`config.mk`:
```
export PLATFORM = sky130hd
export DESIGN_NAME = led_blink_scheduler
export DESIGN_NICKNAME = d
export VERILOG_FILES = /design/src/rtl/led_sched_pkg.sv /design/src/rtl/tick_prescaler.sv /design/src/rtl/led_blink_scheduler.sv
export SDC_FILE = /design/constraint.sdc
export NUM_CORES = 1
export LEC_CHECK = 0
export CAP_MARGIN = 20
export CORE_ASPECT_RATIO = 0.6
export CORE_MARGIN = 4
export CORE_UTILIZATION = 40
export CTS_BUF_LIST = sky130_fd_sc_hd__clkbuf_8
export DETAILED_ROUTE_END_ITERATION = 8
export PLACE_DENSITY_LB_ADDON = 0.3
export SETUP_SLACK_MARGIN = 0.02
export SYNTH_ARGS = -nofsm -noshare
export SYNTH_HDL_FRONTEND = slang
export SYNTH_HIERARCHICAL = 1
export SYNTH_SLANG_ARGS = --single-unit
```
`constraint.sdc`:
```
create_clock -name CLOCK_50 -period 2.3 [get_ports CLOCK_50]
set_input_delay 0.46 -clock CLOCK_50 [delete_from_list [all_inputs] [get_ports CLOCK_50]]
set_output_delay 0.46 -clock CLOCK_50 [all_outputs]
set_load 0.03 [all_outputs]
```
`src/rtl/led_sched_pkg.sv`:
```
// Shared types and round-robin helper for the LEDG bank scheduler.
package led_sched_pkg;

  typedef enum logic [1:0] {
    IDLE    = 2'd0,
    BLINK   = 2'd1,
    RELEASE = 2'd2
  } state_e;

  localparam logic REQ0 = 1'b0;
  localparam logic REQ1 = 1'b1;

  // Only meaningful when req != 0; with both requesting, the one not served last wins.
  function automatic logic rr_winner(input logic [1:0] req, input logic last_served);
    if (req == 2'b11) return ~last_served;
    return req[1] ? REQ1 : REQ0;
  endfunction

endpackage

```
`src/rtl/tick_prescaler.sv`:
```
// Phase timer: counts 0..TICK_DIV while enabled and flags the terminal count.
module tick_prescaler #(
  parameter int TICK_DIV = 10
) (
  input  logic CLOCK_50,
  input  logic RESET_N,
  input  logic clear,
  input  logic enable,
  output logic tick
);

  localparam int CW = (TICK_DIV < 1) ? 1 : $clog2(TICK_DIV + 1);
  localparam logic [CW-1:0] TERM = CW'(TICK_DIV);

  logic [CW-1:0] cnt;

  assign tick = enable && (cnt == TERM);

  always_ff @(posedge CLOCK_50 or negedge RESET_N) begin
    if (!RESET_N)     cnt <= '0;
    else if (clear)   cnt <= '0;
    else if (enable)  cnt <= (cnt == TERM) ? '0 : cnt + 1'b1;
  end

endmodule

```
`src/rtl/led_blink_scheduler.sv`:
```
// Round-robin owner of the LEDG bank: latches the winner's pattern at grant and
// blinks PAT / ~PAT for N_BLINKS phases, then pulses DONE for one RELEASE cycle.
module led_blink_scheduler
  import led_sched_pkg::*;
#(
  parameter int TICK_DIV = 10,
  parameter int N_BLINKS = 4,
  parameter int LED_W    = 2
) (
  input  logic             CLOCK_50,
  input  logic             RESET_N,
  input  logic [1:0]       REQ,
  input  logic [LED_W-1:0] PAT0,
  input  logic [LED_W-1:0] PAT1,
  output logic [1:0]       GNT,
  output logic [1:0]       DONE,
  output logic             BUSY,
  output logic [LED_W-1:0] LEDG
);

  localparam int PH_W = (N_BLINKS > 1) ? $clog2(N_BLINKS) : 1;
  localparam logic [PH_W-1:0] PH_LAST = PH_W'(N_BLINKS - 1);

  state_e          state;
  logic [PH_W-1:0] phase;
  logic            last_served;
  logic            grant;
  logic            win;
  logic            blink_en;
  logic            tick;

  assign grant    = (state == IDLE) && (REQ != 2'b00);
  assign win      = rr_winner(REQ, last_served);
  assign blink_en = (state == BLINK);

  tick_prescaler #(
    .TICK_DIV (TICK_DIV)
  ) u_prescaler (
    .CLOCK_50 (CLOCK_50),
    .RESET_N  (RESET_N),
    .clear    (grant),
    .enable   (blink_en),
    .tick     (tick)
  );

  // last_served resets to requester 1 so requester 0 wins the first tie.
  always_ff @(posedge CLOCK_50 or negedge RESET_N) begin
    if (!RESET_N) begin
      state       <= IDLE;
      phase       <= '0;
      last_served <= REQ1;
      GNT         <= '0;
      DONE        <= '0;
      BUSY        <= 1'b0;
      LEDG        <= '0;
    end else begin
      case (state)
        IDLE: begin
          if (grant) begin
            GNT         <= win ? 2'b10 : 2'b01;
            LEDG        <= win ? PAT1 : PAT0;
            phase       <= '0;
            last_served <= win;
            BUSY        <= 1'b1;
            state       <= BLINK;
          end
        end
        BLINK: begin
          if (tick) begin
            if (phase == PH_LAST) begin
              LEDG              <= '0;
              GNT               <= '0;
              DONE[last_served] <= 1'b1;
              state             <= RELEASE;
            end else begin
              LEDG  <= ~LEDG;
              phase <= phase + 1'b1;
            end
          end
        end
        RELEASE: begin
          DONE  <= '0;
          BUSY  <= 1'b0;
          state <= IDLE;
        end
        default: state <= IDLE;
      endcase
    end
  end

endmodule

```
run_1/metal_density.png
Scale: 6 px per um. 14 x 9 tiles, from dark blue (low) to red (high), scaled to the fullest tile. Values are wire area over tile area, all layers added.
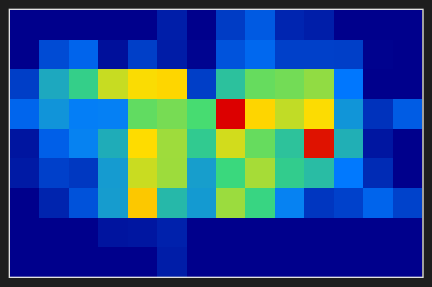
33% of the tiles are nearly empty. The emptiest ninth of the die: lower right. 18% of the tiles are over half the peak. The densest ninth of the die: centre. The mean over all tiles is 0.10. The fullest tile reaches 0.44.

run_1/layer_met2.png
Scale: 6 px per um. Cells faint in the background.
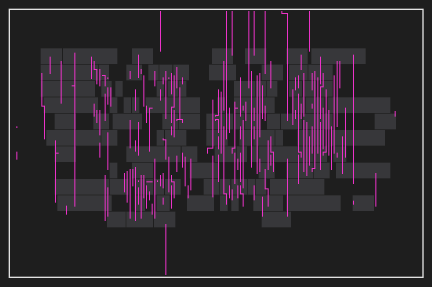
The longest straight run is 25.5 um. The layer holds 42% of the routed length. The layer carries 828 um of wire. The wires run mostly vertical.

==> results.txt, run 1 <==
From the run reports.

- The synth_stat.txt file lists the number of cells as 88.
- The final layout contains 119 nets.
- In the hold timing report, the worst path depth is 1.
- The depth of the worst register-to-register path is 8.
- The final hold violation count is 0.
- The die is between 60 and 70 um wide.
- The total of buffers placed on input and output ports reads 14.
- The first-pass GRT wire length is 3300 um.
- The highest attainable clock frequency reads between 500 and 600 MHz.
- The iteration tally of the first detailed-router pass reads 4.
- The total detailed-routing wirelength reads 1980 um.
- The final route contains roughly 720 vias.
- The TritonCTS clock tree is built.
- The total negative setup slack is 0 ps.
- Global routing consumed, over all layers together, ~15% of the routing resources.
- Yosys reports that the most numerous cell types are sky130_fd_sc_hd__dfrtp_1, sky130_fd_sc_hd__a21oi_1, sky130_fd_sc_hd__nand2_1.
- By startpoint and endpoint, the worst setup path is classified as flip-flop to flip-flop.
- The number of antenna violations at the first check in global routing is 0.
- The final tally of setup violations is 0.
- The area of the multi-input gates reads 440 um^2.
- The register area reads 402 um^2.
- The largest net degree at the start of global routing is 17.
- In this run, synthesis inferred 0 flip-flops with an integrated enable.
- Warnings raised by the tools during the run amount to 28.
- The floorplan report gives the top-level pin count as 15.
- The area growth from synthesis to layout reads 25.9%.
- The synthesized netlist has a Yosys-reported chip area of 885 um^2.
- The quantity of gates resized following cts is 0.
- The slowest stage of the critical path belongs to the cell sky130_fd_sc_hd__dfrtp_1.
- The synthesized area per cell reads 10.1 um^2.
- The flow ran to the end, and the final reports show no timing, DRC or antenna violations.
- Post-CTS timing repair inserted 0 buffers for setup.
- The worst setup slack before clock tree synthesis is 396 ps.
- The vertical die dimension is around 44 um.
- The worst clock skew is 4.03 ps.
- The number of buffers added to fix hold violations after cts reads 0.
- The count of routing violations after the opening detailed-route iteration is 26.
- The share of the core area taken by cells at floorplan is between 40% and 50%.
- The maximum VDD drop reads 0.000515 V.
- Setup slack on the critical path of the routed design comes to 427 ps.
- The post-route DRC violation count is 0.
- After floorplanning, the core was divided into 12 placement rows.
- The number of antenna repair diodes is 0.
- Per the gpl log, the routability congestion estimate is a little under 0.8.
- The top fanout value on the critical path reads 6.
- For this run, the slowest stage of the critical path takes 380 ps.
- The depth of the CTS H-tree reads 1.
- The insertion delay at the late pin of the worst-skew pair is 250 ps.
- The worst relative slew slack reads 53.5%.
- The full die area is 3050 um^2.
- The max-slew violation total from the final report is 0.
- The overflow left after global routing is 0.
- Walking the worst path, the cells encountered are nand2b_1, inv_1, inv_1, nor2_1, nand4b_1, inv_1, a21oi_1, a21o_1.
- The static leakage power is about 0.5 nW.
- Per the synth log, the flip-flop and latch total comes to 16.
- The HPWL after detailed placement is 1520 um.
- The report counts max-capacitance violations totalling 0.
- The critical path data required time reads 2440 ps.
- The startpoint type of the worst setup path is a flip-flop.
- Sorting the synthesized cells by area gives the leading types as sky130_fd_sc_hd__dfrtp_1, sky130_fd_sc_hd__ha_1, sky130_fd_sc_hd__a31oi_1, sky130_fd_sc_hd__a21oi_1, sky130_fd_sc_hd__nand2_1.
- The data arrival time at the worst-slack endpoint reads 2010 ps.
- In the final layout, the fill cell count is 182.
- In the Yosys report, the sequential cells make up 45.4% of the chip area.
- The routed design could run at a clock period as short as 1870 ps.
- The most common cell in the netlist is sky130_fd_sc_hd__dfrtp_1.
- The via count of the first global-routing pass is slightly above 700.
- The floorplan net count is 100.
- The share of the synthesized area in the top cell type is 42.4%.
- The total number of yosys warnings reads 6.
- The endpoint kind of the worst setup timing path is a flip-flop.
- The total power per unit cell area reads 1120 nW/um^2.
- The worst path uses slightly above 80% of the clock period.
- The prevailing post-synth register cell reads sky130_fd_sc_hd__dfrtp_1.
- The total power after layout reads 1.24 mW.
- The area of the core is 1970 um^2.
- The path type of the worst min-delay path reads flip-flop to flip-flop.
- The post-synthesis async set-or-reset flop share is 100%.
- The library cell with the largest summed area after synthesis reads sky130_fd_sc_hd__dfrtp_1.
- The number of sinks on the clock net is 16.
- The slew at the pin with the worst max-slew slack reads 695 ps.
- The number of clock buffers inserted by TritonCTS reads 3.
- The library cell appearing most often on the critical path is sky130_fd_sc_hd__inv_1.
- The deepest clock path buffer count reads 2.
- The area of the mapped netlist reads between 800 and 900 um^2.
run_1/layer_met3.png
Scale: 6 px per um. Cells faint in the background.
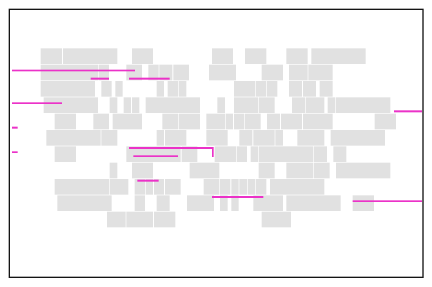
10 nets have wire on it. The longest straight run is 20.2 um. The layer carries 88.3 um of wire. The layer holds 4.5% of the routed length.

run 1: worst paths after layout:
path,endpoint,startpoint,slack (ps)
max,GNT[1]$_DFFE_PN0P_,state[1]$_DFFE_PN0P_,430
min,GNT[1]$_DFFE_PN0P_,GNT[1]$_DFFE_PN0P_,490
max reg2reg,GNT[1]$_DFFE_PN0P_,state[1]$_DFFE_PN0P_,430
min reg2reg,GNT[1]$_DFFE_PN0P_,GNT[1]$_DFFE_PN0P_,490
max in group asynchronous,state[1]$_DFFE_PN0P_,RESET_N,1220
min in group asynchronous,u_prescaler/cnt[1]$_DFFE_PN0P_,RESET_N,630
run 1: cells in the final DEF, fill, tap and decap left out, types with 2 or more instances in the layout:
cell type	synthesis	routed
sky130_fd_sc_hd__a21boi_0	2	2
sky130_fd_sc_hd__a21o_1	2	2
sky130_fd_sc_hd__a21oi_1	8	8
sky130_fd_sc_hd__a31oi_1	7	7
sky130_fd_sc_hd__buf_4	0	2
sky130_fd_sc_hd__clkbuf_8	0	4
sky130_fd_sc_hd__clkdlybuf4s50_1	0	14
sky130_fd_sc_hd__dfrtp_1	15	15
sky130_fd_sc_hd__ha_1	4	4
sky130_fd_sc_hd__inv_1	7	7
sky130_fd_sc_hd__mux2i_1	2	2
sky130_fd_sc_hd__nand2_1	8	8
sky130_fd_sc_hd__nand3_1	3	3
sky130_fd_sc_hd__nand3b_1	2	2
sky130_fd_sc_hd__nor2_1	4	4
sky130_fd_sc_hd__nor4b_1	2	2
sky130_fd_sc_hd__o31ai_1	2	2
run 1: sequential cells by signal, summed over array words and instances (netlist names):
| signal | cells |
|---|---|
| phase | 2 |
| LEDG | 2 |
| state | 2 |
| last_served | 1 |
| u_prescaler/cnt | 4 |
| GNT | 2 |
| BUSY | 1 |
| DONE | 2 |
run 1: worst max-delay path, delay by kind of cell (launching register included):
family          cells  cell delay (ps)
simple gates        3              710
buf+inv             3              430
flops               1              380
compound gates      2              240
run 1: kinds of logic after synthesis:
kind of cell	share of synthesized area (%)
AND-OR/OR-AND	19.7
adder cells (fa/ha/maj)	5.66
buffers and inverters	4.81
flip-flops	45.4
multiplexers	2.26
AND/OR/NAND/NOR	22.2
run 1: power breakdown:
part	internal (mW)	leakage, nW	switching (mW)	total, mW
clock network	0.152	0.0288	0.0895	0.241
logic	0.241	0.270	0.267	0.507
registers	0.389	0.192	0.107	0.496
run 1: area by class of cell:
cell class | count | share of cell area, %
Inverter | 7 | 2.36
Tap cell | 28 | 3.15
Timing Repair Buffer | 16 | 13.9
Clock buffer | 4 | 4.94
Multi-Input combinational cell | 63 | 39.6
Sequential cell | 16 | 36.1
run 1: metrics by stage:
| stage | utilization, % | hold slack, ps | cells | area [um^2] |
|---|---|---|---|---|
| floorplan | - | 164 | 88 | 885 |
| global placement | 53.8 | 459 | 130 | 1060 |
| detailed placement | 53.8 | 472 | 130 | 1060 |
| CTS | 56.6 | 489 | 134 | 1110 |
| global route | 56.6 | 526 | 134 | 1110 |
| finish | 56.6 | 486 | 134 | 1110 |
run 1: per-layer routing:
layer  global-route usage (%)  wire length [um]
met4                     5.43                14
met3                     6.60                88
met2                     20.9               827
met1                     20.7              1050
met5                        0                 0
--- run 2 (diff from run 1) ---
clock period = 1.65 ns   (was 2.3 ns; I/O delays follow)
run_2/metal_density.png
Scale: 6 px per um. 14 x 9 tiles, from dark blue (low) to red (high), scaled to the fullest tile. Values are wire area over tile area, all layers added.
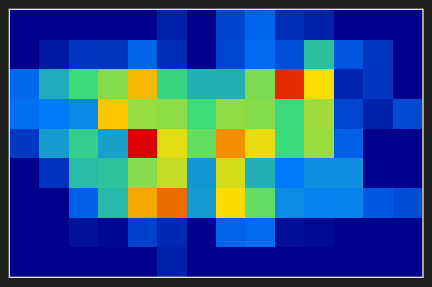
20% of the tiles are over half the peak. The mean over all tiles is 0.099. The fullest tile reaches 0.40. The densest ninth of the die: centre. 33% of the tiles are nearly empty.

==> results.txt, run 2 <==
From the run reports.

- The global placer's final weighted congestion reads 0.793.
- The maximum VDD drop is 0.000685 V.
- Counting the warning lines in the Yosys log gives 6.
- STA lists the maximum fanout along the critical path as 2.
- Total power normalized to cell area comes to ~1500 nW/um^2.
- The startpoint type of the worst setup path is a flip-flop.
- The utilization after layout is 61.2%.
- The classification of the worst setup path is flip-flop to primary output.
- The total power after layout reads between 1.5 and 2 mW.
- The data arrival time at the worst-slack endpoint is about 1300 ps.
- CTS built an H-tree with a depth of 1.
- Setup repair after global routing could not meet its margin everywhere.
- The deepest clock path buffer count reads 2.
- Between the synthesized netlist and the finished layout, the area growth was recorded as 36.1%.
- The endpoint kind of the worst setup timing path reads a primary output.
- The most common cell in the netlist reads sky130_fd_sc_hd__dfrtp_1.
- The filler-free cell count of the finished design is 143.
- Leaving out fill and tap cells, the most frequent cells in the layout are sky130_fd_sc_hd__dfrtp_1, sky130_fd_sc_hd__buf_4, sky130_fd_sc_hd__a21oi_1, sky130_fd_sc_hd__nand2_1, sky130_fd_sc_hd__clkdlybuf4s50_1.
- The share of the Yosys chip area taken by registers is a little under half.
- The cell class contributing the biggest share of worst-path delay reads buffers and inverters.
- The placed instance area is ~1100 um^2.
- Recorded from the global router log, the overflow total was 0.
- The number of antenna diodes in the final layout is 0.
- The post-synthesis cell count from yosys is 88.
- The insertion delay at the late pin of the worst-skew pair is 250 ps.
- The number of clock buffers inserted by TritonCTS reads 3.
- The post-route cell area is 1200 um^2.
- Endpoints with negative setup slack in the final report add up to 0.
- The timing report notes that buffer and inverter cells on the critical path total 1.
- The via count of the first global-routing pass reads 675.
- The routed wire length on met2 reads 822 um.
- The synthesis report lists the most area-consuming cells as sky130_fd_sc_hd__dfrtp_1, sky130_fd_sc_hd__ha_1, sky130_fd_sc_hd__a31oi_1, sky130_fd_sc_hd__a21oi_1, sky130_fd_sc_hd__nand2_1.
- For reference, the critical path cell chain is clkdlybuf4s50_1.
- Counting endpoints that fail hold in the final report gives 0.
- The smallest hold slack is approximately 390 ps.
- After routing, the total negative slack on setup checks comes to 0 ps.
- The starting density of the core is 45.0%.
- The max-slew violation total from the final report reads 0.
- The final timing report gives a worst setup slack of 64.0 ps.
- The final net count reads 128.
- The critical path data required time is roughly 1300 ps.
- The path type of the worst min-delay path reads input pin to async pin.
- The post-synthesis async set-or-reset flop share is 100%.
- The synthesized area per cell reads a little over 10 um^2.
- The die width is 68.7 um.
- The detailed placer reported the number of placed instances as 138.
- The stage logs contain a warning count of 29.
- The TritonCTS clock tree reads built.
- The post-synthesis cell type count is 34.
- 15 I/O pins were placed.
- The HPWL after detailed placement reads 1500 um.
- The number of sinks on the clock net reads 16.
- The most frequent logic cell in the layout is sky130_fd_sc_hd__dfrtp_1.
- The max-cap violation count reads 0.
- After layout, the minimum clock period comes to 1590 ps.
- The flow ran to the end, and the final reports show no timing, DRC or antenna violations.
- The first detailed-routing pass ran for 4 iterations.
- The total of buffers placed on input and output ports reads 14.
- The library cell with the largest summed area after synthesis reads sky130_fd_sc_hd__dfrtp_1.
- The largest stage delay on the critical path is 660 ps.
- The number of buffers added to fix hold violations after cts reads 0.
- The vertical die dimension is approximately 44 um.
- Looking at the critical path, the single cell with the biggest stage delay is sky130_fd_sc_hd__clkdlybuf4s50_1.
- The die covers 3050 um^2.
- The ratio of final minimum period to clock period is between 90 and 100%.
- The floorplan row count is 12.
- The worst setup slack before clock tree synthesis reads 4.06 ps.
- Signal routing reaches up to met4.
- Entering global routing, the biggest net connects 17 pins.
- The register with the most flip-flops in the layout has 4 of them.
- The clock arrives with approximately 4.0 ps of skew.
- The register with the most flip-flops in the final layout is u_prescaler/cnt.
- Per the OpenROAD floorplan log, the area of the core is between 1500 and 2000 um^2.
- The slew at the pin with the worst max-slew slack is about 330 ps.
- The count of routing violations after the opening detailed-route iteration is 60.
- Global routing consumed, over all layers together, between 10 and 15% of the routing resources.
- Ranked by instance count, the synthesized netlist is headed by sky130_fd_sc_hd__dfrtp_1, sky130_fd_sc_hd__a21oi_1, sky130_fd_sc_hd__nand2_1.
- The static leakage power reads 0.578 nW.
- The area of the mapped netlist is 885 um^2.
- The length of routed met3 wiring reads 80 um.
- The floorplan net count reads 100.
- Static timing analysis puts the maximum clock frequency at 631 MHz.
run_2/layer_met2.png
Scale: 6 px per um. Cells faint in the background.
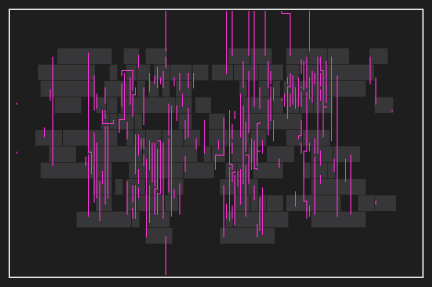
vias post-DR: 727
WL final: 1940 um
met2 demand-to-capacity share in global routing: 18.4%

-- run 2: cell counts after synthesis --
No cell type changed its count.
-- run 2: metal layers --
layer,up-vias,GRT usage [%]
met4,0,4.65
met5,-,0
met3,2,5.33
met2,12,18.4
met1,337,20.1
li1,376,-
-- run 2: cell type report --
cell class	instances	area (um^2)
flip-flops and latches	16	402
inverters	7	26.3
repair buffers	25	230
multi-input cells	63	455
well taps	28	35.0
clock buffers	4	55.1
fillers	165	763
-- run 2: repair_timing --
action | 4_1_cts | 5_1_grt
resized | 2 | 8
pin swaps | 0 | 2
buffers inserted | 0 | 1
setup endpoints to repair | 2 | 12
-- run 2: cells by family (layout without fill, tap and decap cells) --
kind of cell | after synthesis | in the layout | synth area share [%]
fa+ha+maj | 4 | 4 | 5.66
compound gates | 27 | 27 | 19.7
mux | 2 | 2 | 2.26
buf+inv | 9 | 36 | 4.81
simple gates | 30 | 30 | 22.2
flops | 16 | 16 | 45.4
-- run 2: power by group --
part / leakage (nW) / switching [mW] / internal (mW)
sequential: 0.192 / 0.124 / 0.543
combinational: 0.358 / 0.405 / 0.378
clock: 0.0288 / 0.140 / 0.212
-- run 2: path summary, 6_finish.rpt --
kind / start / end / slack, ps / depth (start not counted)
max: GNT[1]$_DFFE_PN0P_ / GNT[1] / 60 / 1
max in group asynchronous: RESET_N / last_served$_DFFE_PN1P_ / 1000 / 2
min reg2reg: GNT[1]$_DFFE_PN0P_ / GNT[1]$_DFFE_PN0P_ / 480 / 1
min in group CLOCK_50: GNT[1]$_DFFE_PN0P_ / GNT[1]$_DFFE_PN0P_ / 480 / 1
max reg2reg: u_prescaler/cnt[0]$_DFFE_PN0P_ / phase[0]$_DFFE_PN0P_ / 90 / 7
min: RESET_N / phase[0]$_DFFE_PN0P_ / 390 / 2
Power figures rest on the tool's default switching activity, not on a simulated workload.
